[src/rtl/pmem_write_buffer.sv]
// Posted write buffer sitting between the victim cache and physical memory.
// Evicted dirty lines are absorbed into a small circular FIFO and drained to
// pmem whenever the upstream port is quiet. Reads that hit a buffered line are
// answered locally; everything else is forwarded to pmem.
//
// state   | meaning
// --------+------------------------------------------------------------
// IDLE    | arbitrate: upstream write > upstream read > background drain
// RESPOND | one-cycle mem_resp to the victim cache
// PREAD   | read miss forwarded to pmem, waiting for pmem_resp
// PWRITE  | head entry being written to pmem, waiting for pmem_resp
module pmem_write_buffer #(
  parameter int DEPTH = 4
) (
  input  logic         clk,
  input  logic         reset_n,
  input  logic [15:0]  mem_address,
  input  logic         mem_read,
  input  logic         mem_write,
  input  logic [127:0] mem_wdata,
  output logic         mem_resp,
  output logic [127:0] mem_rdata,
  output logic         pmem_read,
  output logic         pmem_write,
  output logic [15:0]  pmem_address,
  output logic [127:0] pmem_wdata,
  input  logic [127:0] pmem_rdata,
  input  logic         pmem_resp,
  output logic         buf_empty
);

  localparam int PTR_W = $clog2(DEPTH);
  localparam int CNT_W = PTR_W + 1;

  typedef enum logic [1:0] {IDLE, RESPOND, PREAD, PWRITE} state_t;

  state_t             state_q, state_d;
  logic [DEPTH-1:0]   valid_q;
  logic [11:0]        tag_q  [DEPTH];
  logic [127:0]       data_q [DEPTH];
  logic [PTR_W-1:0]   head_q, tail_q;
  logic [CNT_W-1:0]   count_q;
  logic [127:0]       rdata_q;
  logic [15:0]        paddr_q;
  logic [127:0]       pwdata_q;

  logic [11:0]        req_tag;
  logic               hit;
  logic [PTR_W-1:0]   hit_idx;
  logic               full;

  logic               do_overwrite;
  logic               do_push;
  logic               do_rd_hit;
  logic               do_rd_miss;
  logic               start_drain;
  logic               pread_done;
  logic               drain_done;

  // Offset bits inside a line carry no meaning for a line-level buffer.
  logic               unused_addr_bits;
  assign unused_addr_bits = ^mem_address[3:0];

  assign req_tag = mem_address[15:4];
  assign full    = (count_q == CNT_W'(DEPTH));

  // Associative tag lookup; coalescing keeps at most one entry per tag.
  always_comb begin
    hit     = 1'b0;
    hit_idx = '0;
    for (int i = 0; i < DEPTH; i++) begin
      if (valid_q[i] && (tag_q[i] == req_tag)) begin
        hit     = 1'b1;
        hit_idx = PTR_W'(i);
      end
    end
  end

  // State register.
  always_ff @(posedge clk or negedge reset_n) begin
    if (!reset_n) state_q <= IDLE;
    else          state_q <= state_d;
  end

  // Next-state decision and per-cycle action strobes.
  always_comb begin
    state_d      = state_q;
    do_overwrite = 1'b0;
    do_push      = 1'b0;
    do_rd_hit    = 1'b0;
    do_rd_miss   = 1'b0;
    start_drain  = 1'b0;
    pread_done   = 1'b0;
    drain_done   = 1'b0;
    case (state_q)
      IDLE: begin
        if (mem_write) begin
          if (hit) begin
            do_overwrite = 1'b1;
            state_d      = RESPOND;
          end else if (!full) begin
            do_push = 1'b1;
            state_d = RESPOND;
          end else begin
            // Make room first; the write is re-evaluated once the drain ends.
            start_drain = 1'b1;
            state_d     = PWRITE;
          end
        end else if (mem_read) begin
          if (hit) begin
            do_rd_hit = 1'b1;
            state_d   = RESPOND;
          end else begin
            do_rd_miss = 1'b1;
            state_d    = PREAD;
          end
        end else if (count_q != '0) begin
          start_drain = 1'b1;
          state_d     = PWRITE;
        end
      end
      RESPOND: state_d = IDLE;
      PREAD: begin
        if (pmem_resp) begin
          pread_done = 1'b1;
          state_d    = RESPOND;
        end
      end
      PWRITE: begin
        if (pmem_resp) begin
          drain_done = 1'b1;
          state_d    = IDLE;
        end
      end
      default: state_d = IDLE;
    endcase
  end

  // Entry storage and FIFO bookkeeping; only IDLE pushes/overwrites, only
  // a finished drain pops, so the drained entry is never touched mid-flight.
  always_ff @(posedge clk or negedge reset_n) begin
    if (!reset_n) begin
      valid_q <= '0;
      head_q  <= '0;
      tail_q  <= '0;
      count_q <= '0;
      for (int i = 0; i < DEPTH; i++) begin
        tag_q[i]  <= '0;
        data_q[i] <= '0;
      end
    end else begin
      if (do_overwrite) begin
        data_q[hit_idx] <= mem_wdata;
      end
      if (do_push) begin
        valid_q[tail_q] <= 1'b1;
        tag_q[tail_q]   <= req_tag;
        data_q[tail_q]  <= mem_wdata;
        tail_q          <= tail_q + PTR_W'(1);
        count_q         <= count_q + CNT_W'(1);
      end
      if (drain_done) begin
        valid_q[head_q] <= 1'b0;
        head_q          <= head_q + PTR_W'(1);
        count_q         <= count_q - CNT_W'(1);
      end
    end
  end

  // Registered read data and pmem address/data, loaded when a request starts
  // so that nothing on the upstream port reaches pmem combinationally.
  always_ff @(posedge clk or negedge reset_n) begin
    if (!reset_n) begin
      rdata_q  <= '0;
      paddr_q  <= '0;
      pwdata_q <= '0;
    end else begin
      if (do_rd_hit)  rdata_q <= data_q[hit_idx];
      if (pread_done) rdata_q <= pmem_rdata;
      if (do_rd_miss) paddr_q <= {req_tag, 4'b0000};
      if (start_drain) begin
        paddr_q  <= {tag_q[head_q], 4'b0000};
        pwdata_q <= data_q[head_q];
      end
    end
  end

  assign mem_resp     = (state_q == RESPOND);
  assign pmem_read    = (state_q == PREAD);
  assign pmem_write   = (state_q == PWRITE);
  assign mem_rdata    = rdata_q;
  assign pmem_address = paddr_q;
  assign pmem_wdata   = pwdata_q;
  assign buf_empty    = (count_q == '0);

endmodule

[config.mk]
export PLATFORM = sky130hd
export DESIGN_NAME = pmem_write_buffer
export DESIGN_NICKNAME = d
export VERILOG_FILES = /design/src/rtl/pmem_write_buffer.sv
export SDC_FILE = /design/constraint.sdc
export NUM_CORES = 1
export LEC_CHECK = 0
export CORE_ASPECT_RATIO = 1.1
export CORE_MARGIN = 1
export CORE_UTILIZATION = 40
export CTS_BUF_LIST = sky130_fd_sc_hd__clkbuf_8
export DETAILED_ROUTE_END_ITERATION = 10
export GPL_TIMING_DRIVEN = 0
export SYNTH_ARGS = -nofsm -noshare
export SYNTH_HDL_FRONTEND = slang
export SYNTH_SLANG_ARGS = --single-unit
export TNS_END_PERCENT = 100
[constraint.sdc]
create_clock -name clk -period 2.81 [get_ports clk]
set_input_delay 0.843 -clock clk [delete_from_list [all_inputs] [get_ports clk]]
set_output_delay 0.843 -clock clk [all_outputs]
set_load 0.02 [all_outputs]
==> impl_metrics.json, run 1 <==
{
  "finalMaxSlewViolations": 0,
  "fill_cells": 8583,
  "intPower_mw": 39.88,
  "grt_max_degree": 118,
  "overflow": 0,
  "vdd_ir_drop_max_uv": 643.8,
  "worstPathRequired_ns": 3.50,
  "failed_checks": "setup timing",
  "ys_cells": 3134,
  "mi_logic_area_mm2": 0.01847,
  "drc": 0,
  "max-cap-violations": 0,
  "place_area_mm2": 0.04771,
  "synth-edff-count": 0,
  "maxSlewHeadroom": 0.2967,
  "core_area_mm2": 0.09901,
  "crit_chain": "xnor2_1, nand4_1, or4_4, buf_6, o41ai_4, buf_6, buf_12, buf_12, mux2_4",
  "portBuffers": 532,
  "drt_iter0_drc": 1890,
  "routed_via_density": 5.644,
  "sh_comb_area": 0.3511,
  "period_used_share": 1.025,
  "rsz0062_at_grt": "true",
  "topCombFamilyByArea": "multiplexers",
  "comb_cells": 2018,
  "grt_usage": 0.2661,
  "powerDensity_mw_per_mm2": 1184,
  "netlist_area_mm2": 0.03995,
  "crit_family": "simple AND/OR/NAND/NOR gates",
  "status": "finished with violations",
  "top_layer": "met5",
  "crit_path_max_incr_delay_ns": 0.59,
  "fin_area_mm2": 0.05262,
  "yosysSeqAreaShare": 0.5268,
  "startpoint": "tag_q[29]$_DFFE_PN0P_",
  "pg_clk_mw": 11.2,
  "post_drt_wl_per_cell_um": 26.39,
  "wl_met2_um": 66600,
  "hold_path_class": "in -> async",
  "cts_made_buffers": 147,
  "r2r_slack_ns": -0.07,
  "area_dominant_class": "registers",
  "m1WireLength_um": 59430,
  "layout_setup_ws_ns": -0.07107,
  "synth_warnings": 0,
  "critical_path_class": "reg -> reg",
  "place_ws_ns": -1.377,
  "clkPwrFrac": 0.180,
  "bufAreaShareNonClock": 0.1627,
  "std_cell_rows": 121,
  "switchingPower_mw": 22.41,
  "reg2regPathDepth": 9,
  "top_cells_by_count": "dfrtp_1 (841), mux2_2 (502), nand2_1 (266)",
  "synthArstFlopShare": 1.000,
  "fin_cells": 5266,
  "chipArea_mm2": 0.1011,
  "fmax_mhz": 347.1,
  "cts_sinks": 841,
  "r2r_start": "tag_q[29]$_DFFE_PN0P_",
  "swShare": 0.3598,
  "finalHoldViolCount": 0,
  "holdBufCountCts": 0,
  "p_seq_frac": 0.368,
  "endpoint": "data_q[282]$_DFF_PN0_",
  "yosys.area.top_type_share": 0.5268,
  "cts-resized-gates": 119,
  "clk_pin_slew_ns": 0.06,
  "simple_gate_share": 0.08002,
  "finalSetupViolCount": 128,
  "top_area_cell": "dfrtp_1",
  "path_max_fanout": 10,
  "io_pins": 553,
  "largest-register": "data_q"
}
==> run_1/met1.png <==
Cells faint in the background.
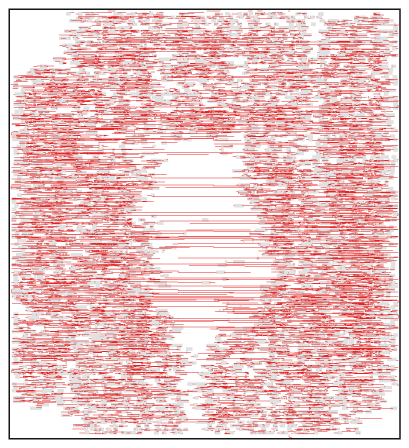
wire length on this layer	59.4 mm
main direction	horizontal
share of all routed wire	43%
nets with wire on the layer	3820
longest straight run	152 µm
met1 Track Usage GR: 0.3610
total number of vias: 29720

==> run_1/met2.png <==
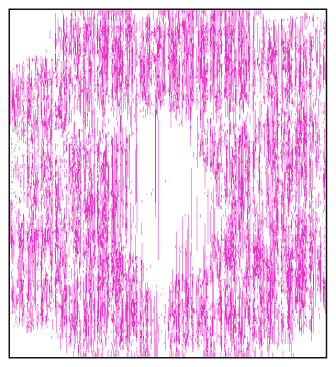
main direction	vertical
nets with wire on the layer	3707
wire length on this layer	66.6 mm
DRT Wirelength: 139000 µm
GR Layer Usage met2: 0.4236

==> run_1/met3.png <==
Cells faint in the background.
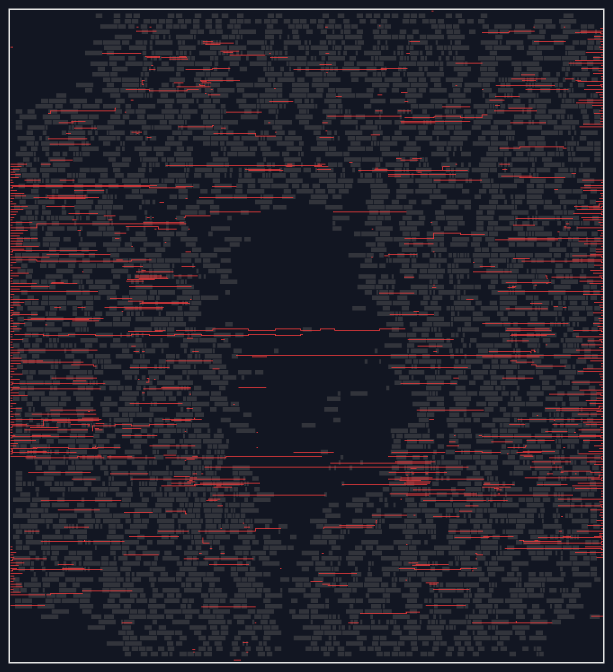
main direction	horizontal
longest straight run	187 µm

==> run_1/final_congestion.png <==
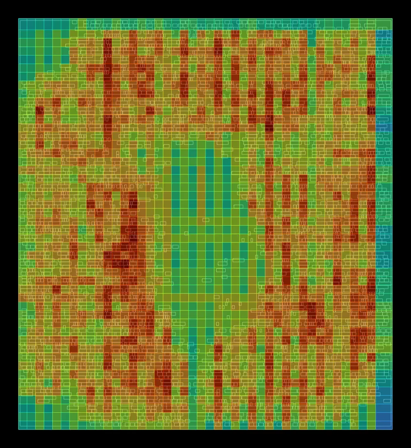

==> run 2: changes to the inputs <==
--- a/config.mk
+++ b/config.mk
@@ -7,10 +7,11 @@
 export LEC_CHECK = 0
 export CORE_ASPECT_RATIO = 1.1
 export CORE_MARGIN = 1
-export CORE_UTILIZATION = 40
-export CTS_BUF_LIST = sky130_fd_sc_hd__clkbuf_8
+export CORE_UTILIZATION = 45
+export CTS_BUF_LIST = sky130_fd_sc_hd__clkbuf_4
 export DETAILED_ROUTE_END_ITERATION = 10
 export GPL_TIMING_DRIVEN = 0
+export PLACE_DENSITY = 0.68
 export SYNTH_ARGS = -nofsm -noshare
 export SYNTH_HDL_FRONTEND = slang
 export SYNTH_SLANG_ARGS = --single-unit
==> constraint.sdc (replaced) <==
create_clock -name clk -period 2.81 [get_ports clk]
set_input_delay 0.843 -clock clk [delete_from_list [all_inputs] [get_ports clk]]
set_output_delay 0.843 -clock clk [all_outputs]
set_load 0.05 [all_outputs]
==> run_2/final_congestion.png <==
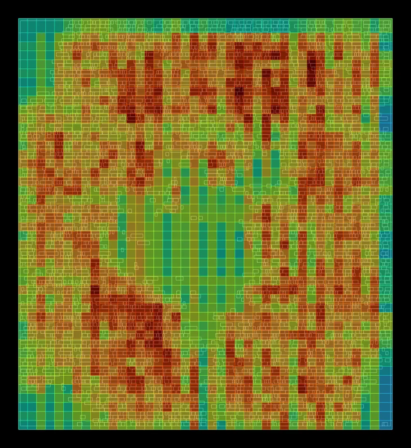
GR met3 Demand/Resource: 0.07761
GR peak layer: met2
met1 Track Usage GR: 0.3600

==> run_2/met3.png <==
Cells faint in the background.
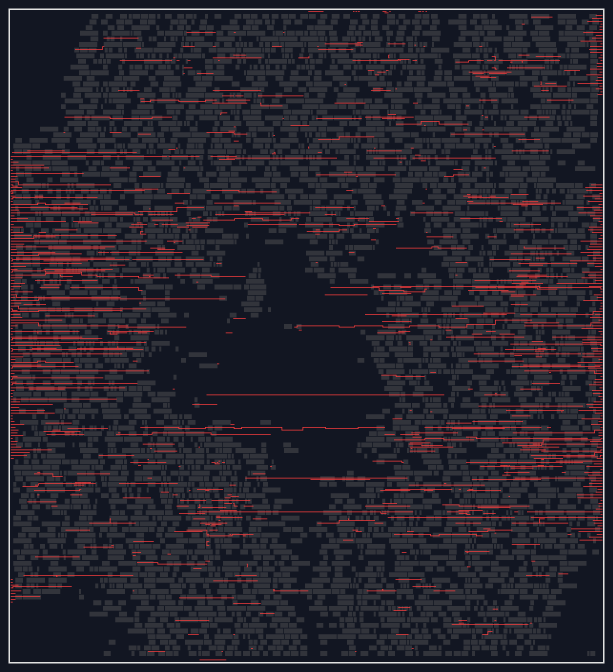
share of all routed wire	7.5%
longest straight run	114 µm
nets with wire on the layer	549
main direction	horizontal

==> run_2/met4.png <==
The bar under the picture is 100 µm long. Cells faint in the background.
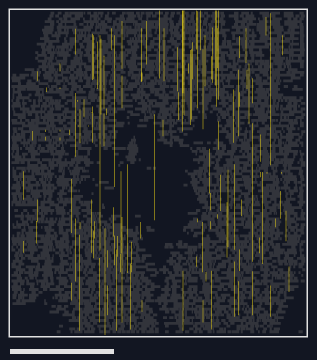
main direction	vertical
share of all routed wire	4.0%
nets with wire on the layer	89
total number of vias: 30170
DRT Wirelength: 131400 µm

==> run 2 against run 1 <==
  * The run still ends with setup timing left
  * Power is 1.2% higher
  * Clock skew is 0.046 ns higher
  * Final cell count is 0.13% lower
  * Cell area is 3.5% lower
  * Count of clock-buffer cells in the layout is 154 higher
  * Global-route usage is 2.4 points higher
  * Flip-flop count stayed put
  * Sequential power hardly changed
  * Register-to-register slack better by 0.10 ns
  * Maximum frequency hardly changed
  * Critical endpoint is now pmem_wdata[118]$_DFFE_PN0P_
  * Largest cell class unchanged
==> impl_metrics.json, run 2 <==
{
  "path_max_fanout": 10,
  "synthCells": 3134,
  "finalMaxSlewViolations": 0,
  "top_layer": "met5",
  "netlist_area_mm2": 0.03995,
  "fin_area_mm2": 0.05078,
  "routed_via_density": 5.736,
  "startpoint": "mem_address[10]",
  "holdBufCountCts": 11,
  "drt_iter0_drc": 2362,
  "powerDensity_mw_per_mm2": 1242,
  "sh_comb_area": 0.3548,
  "max-cap-violations": 0,
  "crit_chain": "dlygate4sd3_1, buf_12, xnor2_1, nand3_2, nor4_4, buf_4, nor2_4, a32oi_4, nor2_4, buf_8, buf_6, mux2_1",
  "yosys.area.top_type_share": 0.5268,
  "critical_path_class": "in -> reg",
  "synth_warnings": 0,
  "place_area_mm2": 0.04740,
  "crit_path_max_incr_delay_ns": 0.58,
  "yosysSeqAreaShare": 0.5268,
  "endpoint": "pmem_wdata[118]$_DFFE_PN0P_",
  "period_used_share": 1.026,
  "r2r_slack_ns": 0.03,
  "portBuffers": 532,
  "post_drt_wl_per_cell_um": 24.99,
  "cts_made_buffers": 219,
  "intPower_mw": 36.90,
  "bufAreaShareNonClock": 0.1463,
  "drc": 0,
  "rsz0062_at_grt": "true",
  "layout_setup_ws_ns": -0.07384,
  "failed_checks": "setup timing",
  "std_cell_rows": 114,
  "clkPwrFrac": 0.170,
  "synth-edff-count": 0,
  "clock_latency_ns": 1.11,
  "synthArstFlopShare": 1.000,
  "place_ws_ns": -1.378,
  "p_seq_frac": 0.361,
  "fin_cells": 5259,
  "use_met2": 0.4760,
  "simple_gate_share": 0.08002,
  "cts_sinks": 841,
  "reg2regPathDepth": 8,
  "overflow": 0,
  "clk_pin_slew_ns": 0.06,
  "pg_clk_mw": 10.7,
  "maxSlewHeadroom": 0.2694,
  "swShare": 0.4148,
  "finalSetupViolCount": 279,
  "top_area_cell": "dfrtp_1",
  "vdd_ir_drop_max_uv": 691.9,
  "comb_cells": 2018,
  "grt_usage": 0.2906,
  "ys_cells": 3134,
  "grt_max_degree": 122,
  "clockBufferDepth": 3,
  "status": "finished with violations",
  "crit_path_start_kind": "input pin",
  "m1WireLength_um": 51900,
  "top_cells_by_count": "dfrtp_1 (841), mux2_2 (502), nand2_1 (266)",
  "fill_cells": 7412,
  "fmax_mhz": 346.8,
  "area_dominant_class": "registers",
  "core_area_mm2": 0.08786,
  "wl_met2_um": 64230
}
Power figures rest on the tool's default switching activity, not on a simulated workload.
